`src/rtl/wb_arbiter2_pkg.sv`:
```
// Shared definitions for the two-master Wishbone arbiter: grant codes and FSM state encodings.
package wb_arbiter2_pkg;

  localparam logic [1:0] GRANT_NONE = 2'b00;
  localparam logic [1:0] GRANT_M0   = 2'b01;
  localparam logic [1:0] GRANT_M1   = 2'b10;

  localparam logic [1:0] ST_IDLE = 2'd0;
  localparam logic [1:0] ST_OWN0 = 2'd1;
  localparam logic [1:0] ST_OWN1 = 2'd2;

  function automatic logic [1:0] state_grant(input logic [1:0] st);
    case (st)
      ST_OWN0: state_grant = GRANT_M0;
      ST_OWN1: state_grant = GRANT_M1;
      default: state_grant = GRANT_NONE;
    endcase
  endfunction

endpackage

```
`src/rtl/wb_timeout_cnt.sv`:
```
// Counts owned cycles without ACK; expire_o flags the last cycle a transaction may wait.
module wb_timeout_cnt #(
  parameter int unsigned TIMEOUT = 255
) (
  input  logic clk_i,
  input  logic rst_i,
  input  logic clr_i,
  input  logic en_i,
  output logic expire_o
);

  localparam int unsigned W = $clog2(TIMEOUT + 1);
  localparam logic [W-1:0] LIMIT = W'(TIMEOUT - 1);

  logic [W-1:0] cnt_q, cnt_d;

  always_comb begin
    cnt_d = cnt_q;
    if (clr_i)     cnt_d = '0;
    else if (en_i) cnt_d = cnt_q + W'(1);
  end

  always_ff @(posedge clk_i) begin
    if (rst_i) cnt_q <= '0;
    else       cnt_q <= cnt_d;
  end

  assign expire_o = (cnt_q == LIMIT);

endmodule

```
`src/rtl/wb_arbiter2.sv`:
```
// Two-master, one-slave Wishbone B4 classic arbiter with round-robin or fixed priority
// and a per-transaction ACK timeout that terminates hung cycles with an error.
module wb_arbiter2
  import wb_arbiter2_pkg::*;
#(
  parameter int unsigned FIXED_PRIO = 0,
  parameter int unsigned TIMEOUT    = 255
) (
  input  logic        CLK_I,
  input  logic        RST_I,
  input  logic        M0_CYC_I,
  input  logic        M0_STB_I,
  input  logic        M0_WE_I,
  input  logic [31:0] M0_ADR_I,
  input  logic [31:0] M0_DAT_I,
  input  logic [3:0]  M0_SEL_I,
  output logic [31:0] M0_DAT_O,
  output logic        M0_ACK_O,
  output logic        M0_ERR_O,
  input  logic        M1_CYC_I,
  input  logic        M1_STB_I,
  input  logic        M1_WE_I,
  input  logic [31:0] M1_ADR_I,
  input  logic [31:0] M1_DAT_I,
  input  logic [3:0]  M1_SEL_I,
  output logic [31:0] M1_DAT_O,
  output logic        M1_ACK_O,
  output logic        M1_ERR_O,
  output logic        S_CYC_O,
  output logic        S_STB_O,
  output logic        S_WE_O,
  output logic [31:0] S_ADR_O,
  output logic [31:0] S_DAT_O,
  output logic [3:0]  S_SEL_O,
  input  logic [31:0] S_DAT_I,
  input  logic        S_ACK_I,
  output logic [1:0]  O_grant,
  output logic        O_timeout
);

  logic [1:0] state_q, state_d;
  logic       last_q, last_d;
  logic       owning, sel1, drive, done, tmo_fire, cnt_expire;
  logic       req0, req1;
  logic       o_cyc, o_stb, o_we;
  logic [31:0] o_adr, o_dat;
  logic [3:0]  o_sel;

  assign req0   = M0_CYC_I & M0_STB_I;
  assign req1   = M1_CYC_I & M1_STB_I;
  assign owning = (state_q == ST_OWN0) | (state_q == ST_OWN1);
  assign sel1   = (state_q == ST_OWN1);
  assign drive  = owning & ~RST_I;

  assign o_cyc = sel1 ? M1_CYC_I : M0_CYC_I;
  assign o_stb = sel1 ? M1_STB_I : M0_STB_I;
  assign o_we  = sel1 ? M1_WE_I  : M0_WE_I;
  assign o_adr = sel1 ? M1_ADR_I : M0_ADR_I;
  assign o_dat = sel1 ? M1_DAT_I : M0_DAT_I;
  assign o_sel = sel1 ? M1_SEL_I : M0_SEL_I;

  // A coincident ACK wins over expiry; an aborted cycle gets no error.
  assign tmo_fire = drive & cnt_expire & ~S_ACK_I & o_cyc;
  assign done     = owning & (S_ACK_I | ~o_cyc | cnt_expire);

  always_comb begin
    state_d = state_q;
    last_d  = last_q;
    if (!owning) begin
      state_d = ST_IDLE;
      if (req0 && req1) begin
        if (FIXED_PRIO != 0) state_d = ST_OWN0;
        else                 state_d = last_q ? ST_OWN0 : ST_OWN1;
      end else if (req0) begin
        state_d = ST_OWN0;
      end else if (req1) begin
        state_d = ST_OWN1;
      end
    end else if (done) begin
      state_d = ST_IDLE;
      last_d  = sel1;
    end
  end

  always_ff @(posedge CLK_I) begin
    if (RST_I) begin
      state_q <= ST_IDLE;
      last_q  <= 1'b1;
    end else begin
      state_q <= state_d;
      last_q  <= last_d;
    end
  end

  wb_timeout_cnt #(.TIMEOUT(TIMEOUT)) u_tmo (
    .clk_i    (CLK_I),
    .rst_i    (RST_I),
    .clr_i    (~owning | done),
    .en_i     (owning & ~done),
    .expire_o (cnt_expire)
  );

  always_comb begin
    S_CYC_O   = drive & o_cyc & ~tmo_fire;
    S_STB_O   = drive & o_stb & ~tmo_fire;
    S_WE_O    = drive & o_we;
    S_ADR_O   = drive ? o_adr : '0;
    S_DAT_O   = drive ? o_dat : '0;
    S_SEL_O   = drive ? o_sel : '0;
    M0_ACK_O  = drive & ~sel1 & (S_ACK_I | tmo_fire);
    M1_ACK_O  = drive &  sel1 & (S_ACK_I | tmo_fire);
    M0_ERR_O  = ~sel1 & tmo_fire;
    M1_ERR_O  =  sel1 & tmo_fire;
    O_timeout = tmo_fire;
    O_grant   = RST_I ? GRANT_NONE : state_grant(state_q);
    M0_DAT_O  = S_DAT_I;
    M1_DAT_O  = S_DAT_I;
  end

endmodule

```
`config.mk`:
```
export PLATFORM = sky130hd
export DESIGN_NAME = wb_arbiter2
export DESIGN_NICKNAME = d
export VERILOG_FILES = /design/src/rtl/wb_arbiter2_pkg.sv /design/src/rtl/wb_timeout_cnt.sv /design/src/rtl/wb_arbiter2.sv
export SDC_FILE = /design/constraint.sdc
export NUM_CORES = 1
export LEC_CHECK = 0
export ABC_AREA = 1
export CORE_AREA = 2 2 125 127
export DETAILED_ROUTE_END_ITERATION = 10
export DIE_AREA = 0 0 127 129
export GPL_TIMING_DRIVEN = 0
export PLACE_DENSITY_LB_ADDON = 0.2
export SETUP_SLACK_MARGIN = 0.2
export SLEW_MARGIN = 25
export SYNTH_ARGS = -nofsm -noshare
export SYNTH_HDL_FRONTEND = slang
export SYNTH_SLANG_ARGS = --single-unit
export TNS_END_PERCENT = 20
```
`constraint.sdc`:
```
create_clock -name CLK_I -period 2.4 [get_ports CLK_I]
set_input_delay 0.48 -clock CLK_I [delete_from_list [all_inputs] [get_ports CLK_I]]
set_output_delay 0.48 -clock CLK_I [all_outputs]
set_load 0.01 [all_outputs]
```
run_1/clocks.png
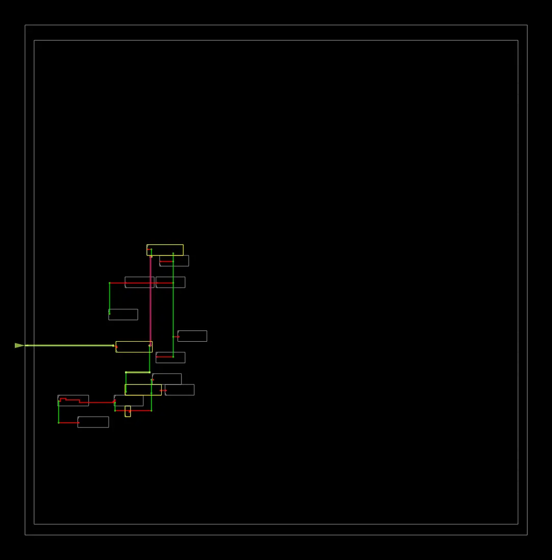
Max Clock Skew: 0.002115 ns
CTS buffer count: 3
Flops: 11

run_1/clk_routes.png
Drawn at 3 px/micron.
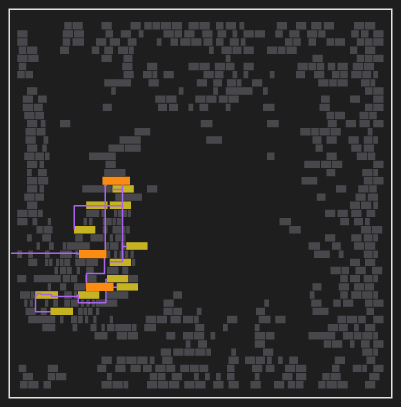
[purple] clock wires | length: 174 microns
[orange] clock drivers | count: 3
[yellow] flip-flops | count: 11
routed clock nets	4

==> impl_metrics.csv, run 1 <==
group,metric,value,unit
run_status,outcome,"finished, final reports clean",
cts,clock-sinks,11,
placement,portBuffers,286,
sta,maxSlewHeadroom,0.8208,
route,drt_pass1_iterations,4,
synthesis,avgSynthCellArea,7.649,sq um
sta,rsz0062_at_grt,"yes",
grt,grt_pass1_wl,15170,microns
power,clkPwrFrac,0.254,
finish,mostFrequentLayoutCell,"clkdlybuf4s50_1",
sta,fmax,441.1,MHz
sta,hold_viol,0,
finish,area_growth,179.3,%
synthesis,synth_flops,11,
finish,most-common-layout-cells,"clkdlybuf4s50_1 (207), buf_4 (70), a22o_1 (69)",
setup_path,end_kind,"output port",
cts,cts_max_level,1,
finish,num-nets-final,727,
grt,antenna_found_initial,0,
cts,clkTransAtPathRegs,0.04,ns
synthesis,adder_share,0.03422,
cts,ctsHoldBuffers,0,
setup_path,worst-path-max-fanout,5,
synthesis,simple_gate_share,0.1328,
setup_path,crit_arrival,1.79,ns
hold_path,hold_depth,1,
route,drt_iter0_markers,59,
power,swShare,0.2519,
route,wl_per_cell,15.21,microns
route,viasPerCell,3.903,
power,intPower,0.8952,mW
hold_path,hold_path.class,"flip-flop to flip-flop",
route,highest_layer,"met4",
synthesis,yosysWarningCount,0,
floorplan,dieArea,16380,sq um
setup_path,critPathKind,"flip-flop to output port",
power,leakagePower,2.278,nW
floorplan,ioPinCount,319,
sta,post-route-min-period,2.267,ns
power,seq_power_share,0.160,
floorplan,rows,45,
cts,cts_tree,"yes",
synthesis,syn_inst,239,
cts,clock.latency.late_pin,0.24,ns
power,ir_drop,0.1663,mV
route,drt-met1-wl,4051,microns
floorplan,die_y,129,microns
run_1/cell_density.png
Drawn at 3 px/micron. The die is cut into 13 by 13 equal tiles; white is low, dark blue is high, 0 to 100% covered.
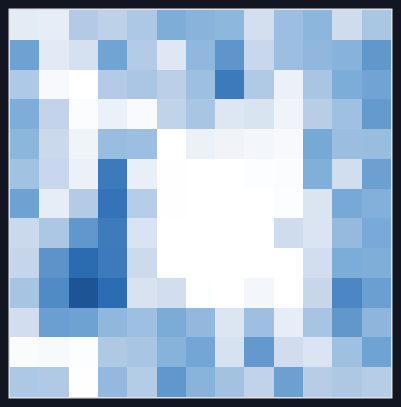
nearly empty tiles	16%
mean over tiles	30%
tiles over 75% full	1.8%
fullest tile	86%
emptiest ninth of the die	middle

-- run 1: area by class of cell --
class                   count  area (sq um)
repair buffers            301          2778
plain buffers              78         680.7
well taps                 188         235.2
multi-input cells         134          1042
clock buffers               4         78.83
fillers                  1599          9872
flip-flops and latches     11         222.7
inverters                  16         67.56
-- run 1: power groups by stage --
stage	logic [mW]	registers, mW	clock network [mW]
after detailed placement	0.679	0.193	0
after global routing	0.744	0.191	0.320
final	0.702	0.191	0.304
after global placement	0.676	0.193	0
after CTS	0.691	0.190	0.310
after floorplan	0.222	0.192	0
-- run 1: kinds of logic after synthesis --
kind of cell	after synthesis
DFF	11
xor gates and xnor gates	5
adders and majority gates	5
and+or+nand+nor	47
AOI/OAI and AO/OA	77
buffers and inverters	94
-- run 1: worst max-delay path: stages, from the launching register on --
cell     delay, ns
dfxtp_2       0.35
inv_4         0.05
ha_4          0.28
inv_4         0.04
nand2_4       0.09
nor2_4        0.05
buf_6         0.13
buf_12        0.12
buf_16        0.12
a22o_1        0.18
buf_2         0.14
-- run 1: through the flow --
stage / util / cells / power (mW) / setup TNS [ns] / instance area (sq um)
floorplan: - / 239 / 0.4141 / 0 / 1828
global placement: 0.3289 / 713 / 0.8681 / -56.31 / 4926
detailed placement: 0.3289 / 713 / 0.8719 / -54.15 / 4926
CTS: 0.3470 / 725 / 1.191 / 0 / 5196
global route: 0.3409 / 732 / 1.255 / 0 / 5105
finish: 0.3409 / 732 / 1.197 / 0 / 5105
-- run 1: layer usage --
metal  track usage  up-vias
met5             0        -
met3       0.02869        6
li1              -     1410
met1        0.1255     1291
met2        0.2312      150
met4       0.01745        0
-- run 1: timing repair --
item | CTS | global route
setup buffers | 7 | 2
resized | 218 | 105
endpoints found under the setup margin | 76 | 76
cloned | 1 | 5
pin swaps | 3 | 10
-- run 1: cells in the mapped netlist --
| cell | n | area, sq um |
|---|---|---|
| nor2_2 | 2 | 12.51 |
| nor2_4 | 2 | 22.52 |
| buf_4 | 64 | 480.5 |
| inv_1 | 11 | 41.29 |
| nand3_2 | 1 | 10.01 |
| xnor2_1 | 2 | 17.52 |
| o21ai_0 | 1 | 5.000 |
| a31oi_1 | 1 | 6.260 |
| nand3_1 | 6 | 30.03 |
| nand2_2 | 3 | 18.77 |
| xor2_1 | 3 | 26.28 |
| a21oi_1 | 5 | 25.02 |
| inv_2 | 5 | 18.77 |
| a22o_1 | 69 | 604.3 |
| nand4_4 | 1 | 21.27 |
| nand4_1 | 3 | 18.77 |
| nand2_1 | 13 | 48.80 |
| ha_1 | 5 | 62.56 |
| nor2_1 | 16 | 60.06 |
| buf_2 | 14 | 70.07 |
| dfxtp_1 | 11 | 220.2 |
| a22oi_1 | 1 | 7.510 |
-- run 1: registers in the layout (all words and copies together), names as in the netlist --
register     cells
state_q          2
last_q           1
u_tmo.cnt_q      8
-- run 1: final timing paths --
| check | slack (ns) | start | to |
|---|---|---|---|
| max | 0.13 | state_q[0] | S_DAT_O[30] |
| min | 0.46 | u_tmo.cnt_q[0] | u_tmo.cnt_q[0] |
| max reg2reg | 0.97 | state_q[1] | u_tmo.cnt_q[7] |
| min reg2reg | 0.46 | u_tmo.cnt_q[0] | u_tmo.cnt_q[0] |
==> run 2, diff against run 1 <==
--- a/config.mk
+++ b/config.mk
@@ -6,9 +6,10 @@
 export NUM_CORES = 1
 export LEC_CHECK = 0
 export ABC_AREA = 1
-export CORE_AREA = 2 2 125 127
+export CORE_AREA = 2 2 126 128
 export DETAILED_ROUTE_END_ITERATION = 10
-export DIE_AREA = 0 0 127 129
+export DIE_AREA = 0 0 128 130
+export DONT_BUFFER_PORTS = 1
 export GPL_TIMING_DRIVEN = 0
 export PLACE_DENSITY_LB_ADDON = 0.2
 export SETUP_SLACK_MARGIN = 0.2
run_2/clk_routes.png
Drawn at 3 px/micron.
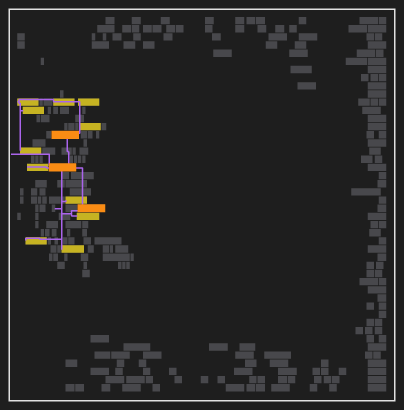
[yellow] flip-flops | count: 11
[purple] clock wires | length: 172 microns
[orange] clock drivers | count: 3
routed clock nets	4

run_2/layer_met3.png
Drawn at 4 px/micron.
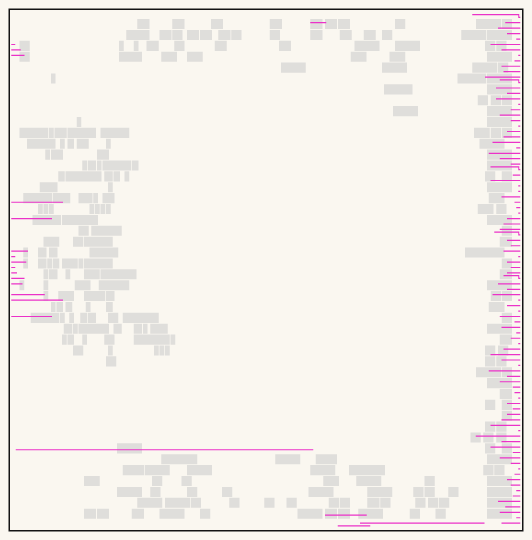
nets with wire on the layer	113
share of all routed wire	5.5%
wire length on this layer	521 microns
main direction	horizontal
vias: 1835
GR Util met3: 0.006970

==> impl_metrics.csv, run 2 <==
group,metric,value,unit
run_status,outcome,"finished, final reports clean",
power,ir_drop,0.3523,mV
route,drt_pass1_iterations,4,
finish,top_register,"u_tmo.cnt_q",
setup_path,end_kind,"output port",
setup_path,cp_slowest_cell,"dfxtp_2",
sta,maxSlewHeadroom,0.7953,
sta,post-route-min-period,2.226,ns
synthesis,area_leaders,"a22o_1 (33%), buf_4 (26%), dfxtp_1 (12%)",
cts,clkTransAtPathRegs,0.04,ns
cts,numCtsBuffers,3,
synthesis,top_cell_area_share,0.3306,
synthesis,postSynth.asyncResetShare,0,
setup_path,max_stage_delay,0.35,ns
cts,cts_max_level,1,
setup_path,path_buffers,5,
synthesis,largest_area_cell,"a22o_1",
route,drt_iter0_markers,57,
setup_path,critPathKind,"flip-flop to output port",
route,wl_per_cell,21.33,microns
route,drt-met1-wl,3830,microns
route,viasPerCell,4.105,
grt,grt_pass1_wl,11610,microns
setup_path,timing.critical_path.mode_cell,"inv_4",
floorplan,dieArea,16640,sq um
finish,largest_register_ff_count,8,
run_2/clocks.png
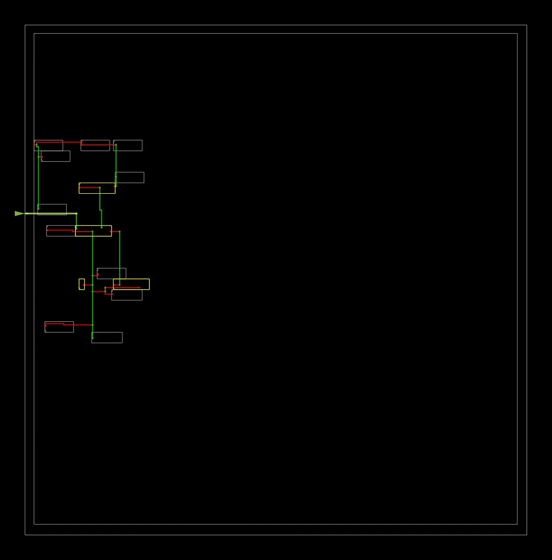
clk_lat worst skew: 0.24 ns
Max Clock Skew: 0.004560 ns
clock buffers: 4
Clock Sinks: 11

==> run 2: cell counts after synthesis <==
No cell type changed its count.
==> run 2: final timing paths <==
kind	endpoint	slack, ns	startpoint
worst max-delay path	S_DAT_O[31]	0.17	state_q[0]
worst min-delay path	state_q[0]	0.30	RST_I
worst max register to register	u_tmo.cnt_q[7]	1.00	state_q[1]
worst min register to register	u_tmo.cnt_q[0]	0.46	u_tmo.cnt_q[0]
==> run 2: repair_timing <==
item / 4_1_cts / 5_1_grt
pin swaps: 14 / 11
endpoints found under the setup margin: 75 / 43
buffers inserted: 8 / 1
gates resized: 88 / 17
cloned: 1 / 2
==> run 2: per-layer routing <==
metal  GRT usage  vias to the layer above
li1            -                      828
met1      0.1278                      887
met2      0.1799                      120
met3    0.006970                        0
met4    0.005818                        0
met5           0                        -
==> run 2: logic make-up after synthesis <==
family	Yosys count	share of synthesized area
buffers and inverters	94	0.3340
adder cells (fa/ha/maj)	5	0.03422
AND-OR/OR-AND	77	0.3546
flip-flops	11	0.1205
AND/OR/NAND/NOR	47	0.1328
XOR/XNOR	5	0.02396
==> run 2: final cells by class <==
cell class / count / area, sq um
fill: 1703 / 12550
buffer: 78 / 663.1
timing repair buffer: 12 / 181.4
multi-input combinational: 134 / 1428
clock buffer: 4 / 78.83
inverter: 16 / 65.06
sequential: 11 / 222.7
tap: 192 / 240.2
==> run 2: report_power, final <==
group,switching (mW),total (mW),internal [mW]
registers,0.00352,0.191,0.187
clock network,0.0813,0.304,0.223
logic,0.166,0.350,0.185
total,0.250,0.845,0.595
==> run 2: per-stage QoR <==
stage / area [sq um] / total power [mW] / hold WS (ns) / std cells / setup TNS (ns)
after floorplan: 1828 / 0.4141 / 0.4297 / 239 / 0
after global placement: 2068 / 0.4566 / 0.4465 / 431 / -13.20
after detailed placement: 2068 / 0.4552 / 0.4596 / 431 / -16.49
after CTS: 2719 / 0.8351 / 0.2950 / 444 / 0
after global routing: 2879 / 0.8878 / 0.2884 / 447 / 0
final: 2879 / 0.8452 / 0.2969 / 447 / 0
Power figures rest on the tool's default switching activity, not on a simulated workload.
